### Clock routing

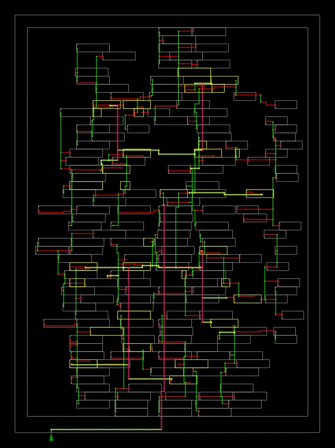
### Close-up of the layout

The bar under the picture is 5 um long. Region (41, 88) to (61, 108) um. Cells in grey, sequential cells in the stronger grey; small squares are vias.
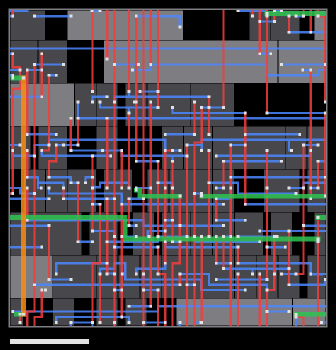
## src/rtl/uart_sync_fifo.sv

```systemverilog
// Single-clock byte FIFO for the UART datapath with level, threshold and sticky error flags.
// Define UART_SYNC_FIFO_FWFT_EN for first-word-fall-through output; default is registered read.
module uart_sync_fifo #(
    parameter int unsigned DATA_WIDTH = 8,
    parameter int unsigned DEPTH      = 16,
    parameter int unsigned AF_THRESH  = DEPTH - 4,
    parameter int unsigned AE_THRESH  = 4
) (
    input  logic                         clk,
    input  logic                         rst_n,
    input  logic                         wr_en,
    input  logic [DATA_WIDTH-1:0]        data_in,
    input  logic                         rd_en,
    output logic [DATA_WIDTH-1:0]        data_out,
    output logic                         data_valid,
    output logic                         full,
    output logic                         empty,
    output logic                         almost_full,
    output logic                         almost_empty,
    output logic [$clog2(DEPTH):0]       level,
    output logic                         overflow,
    output logic                         underflow,
    input  logic                         clr_err
);

    localparam int unsigned AW = $clog2(DEPTH);
    localparam int unsigned LW = AW + 1;

    logic [DATA_WIDTH-1:0] mem [DEPTH];
    logic [AW-1:0]         wr_ptr;
    logic [AW-1:0]         rd_ptr;

    logic                  rd_acc_c;
    logic                  wr_acc_c;
    logic [LW-1:0]         level_nxt_c;

    // Accept decode; a full FIFO takes a write only when a read frees a slot this cycle.
    always_comb begin
        rd_acc_c    = rd_en && !empty;
        wr_acc_c    = wr_en && (!full || rd_acc_c);
        level_nxt_c = level + LW'(wr_acc_c) - LW'(rd_acc_c);
    end

    // Pointers, level, flags decoded from the next level so they track the level register.
    always_ff @(posedge clk) begin
        if (!rst_n) begin
            wr_ptr       <= '0;
            rd_ptr       <= '0;
            level        <= '0;
            empty        <= 1'b1;
            full         <= 1'b0;
            almost_empty <= 1'b1;
            almost_full  <= 1'b0;
            overflow     <= 1'b0;
            underflow    <= 1'b0;
        end else begin
            if (wr_acc_c) wr_ptr <= wr_ptr + AW'(1);
            if (rd_acc_c) rd_ptr <= rd_ptr + AW'(1);
            level        <= level_nxt_c;
            empty        <= (level_nxt_c == '0);
            full         <= (level_nxt_c == LW'(DEPTH));
            almost_full  <= (level_nxt_c >= LW'(AF_THRESH));
            almost_empty <= (level_nxt_c <= LW'(AE_THRESH));
            overflow     <= (wr_en && !wr_acc_c) || (overflow && !clr_err);
            underflow    <= (rd_en && !rd_acc_c) || (underflow && !clr_err);
        end
    end

    // Storage is not reset; writes are ignored while reset is held.
    always_ff @(posedge clk) begin
        if (rst_n && wr_acc_c) mem[wr_ptr] <= data_in;
    end

`ifdef UART_SYNC_FIFO_FWFT_EN
    assign data_out   = mem[rd_ptr];
    assign data_valid = !empty;
`else
    // Registered read: one-cycle valid pulse per accepted pop, data held otherwise.
    always_ff @(posedge clk) begin
        if (!rst_n) begin
            data_out   <= '0;
            data_valid <= 1'b0;
        end else begin
            data_valid <= rd_acc_c;
            if (rd_acc_c) data_out <= mem[rd_ptr];
        end
    end
`endif

endmodule

```

## config.mk

```make
export PLATFORM = sky130hd
export DESIGN_NAME = uart_sync_fifo
export DESIGN_NICKNAME = d
export VERILOG_FILES = /design/src/rtl/uart_sync_fifo.sv
export SDC_FILE = /design/constraint.sdc
export NUM_CORES = 1
export LEC_CHECK = 0
export ABC_AREA = 1
export CAP_MARGIN = 10
export CORE_ASPECT_RATIO = 1.4
export CORE_MARGIN = 4
export CORE_UTILIZATION = 52
export DETAILED_ROUTE_END_ITERATION = 8
export PLACE_DENSITY = 0.77
export SKIP_CTS_REPAIR_TIMING = 1
export SYNTH_ARGS = -nofsm -noshare
export SYNTH_HDL_FRONTEND = slang
export SYNTH_SLANG_ARGS = --single-unit
export TNS_END_PERCENT = 10
```

## constraint.sdc

```tcl
create_clock -name clk -period 2.95 [get_ports clk]
set_input_delay 0.295 -clock clk [delete_from_list [all_inputs] [get_ports clk]]
set_output_delay 0.295 -clock clk [all_outputs]
set_load 0.03 [all_outputs]
```

==> impl_metrics.env <==
# source this file to load flow results
export IMPL_netlist_instances=605
export IMPL_portBuffers=32
export IMPL_top_logic_kind="simple AND/OR/NAND/NOR gates"
export IMPL_drcViolationCount=0
export IMPL_gr_max_usage_layer="met2"
export IMPL_netSwitchingPower_w=0.00194
export IMPL_startpoint="rd_en"
export IMPL_async_flop_share_pct=0
export IMPL_die_area_um2=14400
export IMPL_met1_usage_pct=24.0
export IMPL_die_h_um=140
export IMPL_initCoreUtil_pct=52.8
export IMPL_buf_share_pct=6.47
export IMPL_syn_num_nets=629
export IMPL_top_layer="met4"
export IMPL_m1WireLength_um=5340
export IMPL_dr_wl_met3_um=764
export IMPL_grtUsageMet3_pct=4.68
export IMPL_initialDrtViolationCount=312
export IMPL_layout_top_cells="nand2_1 (188), edfxtp_1 (128), nand3_1 (113)"
export IMPL_cpPeakStageDelay_ps=470
export IMPL_first_pass_iters=4
export IMPL_rsz0062_at_grt="no"
export IMPL_hold_end="underflow"
export IMPL_finalHoldViolations=0
export IMPL_tightest_slew_ps=713
export IMPL_hold_path_class="reg2reg"
export IMPL_vias_per_cell=5.44
export IMPL_ys_cells=605
export IMPL_top_power_group="registers"
export IMPL_ant_nets=0
export IMPL_vias=4422
export IMPL_layout_min_cycle_time_ps=2440
export IMPL_crit_chain="clkdlybuf4s50_1 -> inv_1 -> nor2_2 -> inv_2 -> nand2_1 -> nand2_2 -> ha_1 -> inv_1 -> ha_1 -> inv_1 -> fa_1 -> o21ai_1 -> nor2_1 -> o21ai_1 -> o21ai_1"
export IMPL_holdPathStages=2
export IMPL_avgRoutedWirePerCell_um=17.5
export IMPL_fin_skew_ps=10.6
export IMPL_syn_to_final_growth_pct=17.2
export IMPL_clock_area_share_pct=8.63
export IMPL_path_clk_slew_ps=60
export IMPL_dpl_cell_area_um2=6960
export IMPL_cp_required_ps=3250
export IMPL_pwr_share_seq_pct=39.7
export IMPL_adder_share_pct=2.23
export IMPL_fin_ws_ps=515
export IMPL_fin_crit_sh_pct=82.5
export IMPL_ys_seq_share_pct=67.8
export IMPL_final_common_cell="nand2_1"
export IMPL_r2r_slack_ps=550
export IMPL_n_antenna_cell=0
export IMPL_p_int_w=0.00457
export IMPL_worstSetupPathType="in2reg"
export IMPL_most_common_cell="nand2_1"
export IMPL_grt_max_degree=67
export IMPL_rr_endpoint="almost_full"
export IMPL_top_regs="mem (128), data_out (8), level (5)"
export IMPL_p_total_w=0.00651
export IMPL_endpoint="almost_full"
export IMPL_cts_tree="yes"
export IMPL_area_leaders="edfxtp_1 (59%), nand2_1 (11%), nand3_1 (8.7%), dfxtp_1 (8.6%), nor2_1 (2.7%)"
export IMPL_ys_sh_aoi_pct=1.31
export IMPL_ioPinCount=33
export IMPL_comb_area_share_pct=22.8
export IMPL_dp_cells=781
export IMPL_cts_buffers=17
export IMPL_ys_area_um2=6490
export IMPL_seq_power_w=0.00258
export IMPL_avgSynthCellArea_um2=10.7
export IMPL_comb_power_w=0.00154
export IMPL_p_comb_share_pct=23.6
export IMPL_insertion_delay_ps=430
export IMPL_first_global_vias=4337
export IMPL_ys_sh_simple_pct=22.8
export IMPL_top_cell_area_share_pct=59.2
export IMPL_whs_ps=474
export IMPL_finalInstanceArea_um2=7610
export IMPL_fin_cells=813
export IMPL_cp_num_cells=15
export IMPL_place_ws_ps=78.7
export IMPL_synth_flops=156
export IMPL_totalWireLength_um=14200
export IMPL_maxSlewViolCount=0
export IMPL_fin_util_pct=61.8
export IMPL_htree_num_levels=4
export IMPL_setup_viol=0
export IMPL_critPathLaunchType="input pin"
export IMPL_root_buffer="clkbuf_16"
export IMPL_reg2regPathDepth=13
export IMPL_seqCellArea_um2=4410
export IMPL_status="complete, no violations"
export IMPL_p_leak_nw=2.94
export IMPL_largest_reg_flops=128
export IMPL_grt_pass1_wl_um=22200
export IMPL_fmax_mhz=411
export IMPL_clock_power_share_pct=36.6
export IMPL_critical_path_top_delay_family="adder cells"
export IMPL_timing_rr_start="empty"
export IMPL_yosysTopAreaCell="edfxtp_1"
export IMPL_drive_gt1_share_pct=9.80
export IMPL_synth_cell_types=22
Back to the opening pictures, 'Clock routing':
clock buf count: 19
clock group power: 0.00238 W
CTS sink count: 156
seq_cells: 156

Back to the opening pictures, 'Close-up of the layout':
[M2] red
[M4] orange
[M3] green
[M1] blue
cells with their middle in the window: 50
sequential cells in the window: 4
netlist names of flops here include: wr_ptr (3), mem (1)
most frequent: nor2_1 (13), nand2_1 (8), nand3_1 (6)

Power and IR drop assume default switching activity.
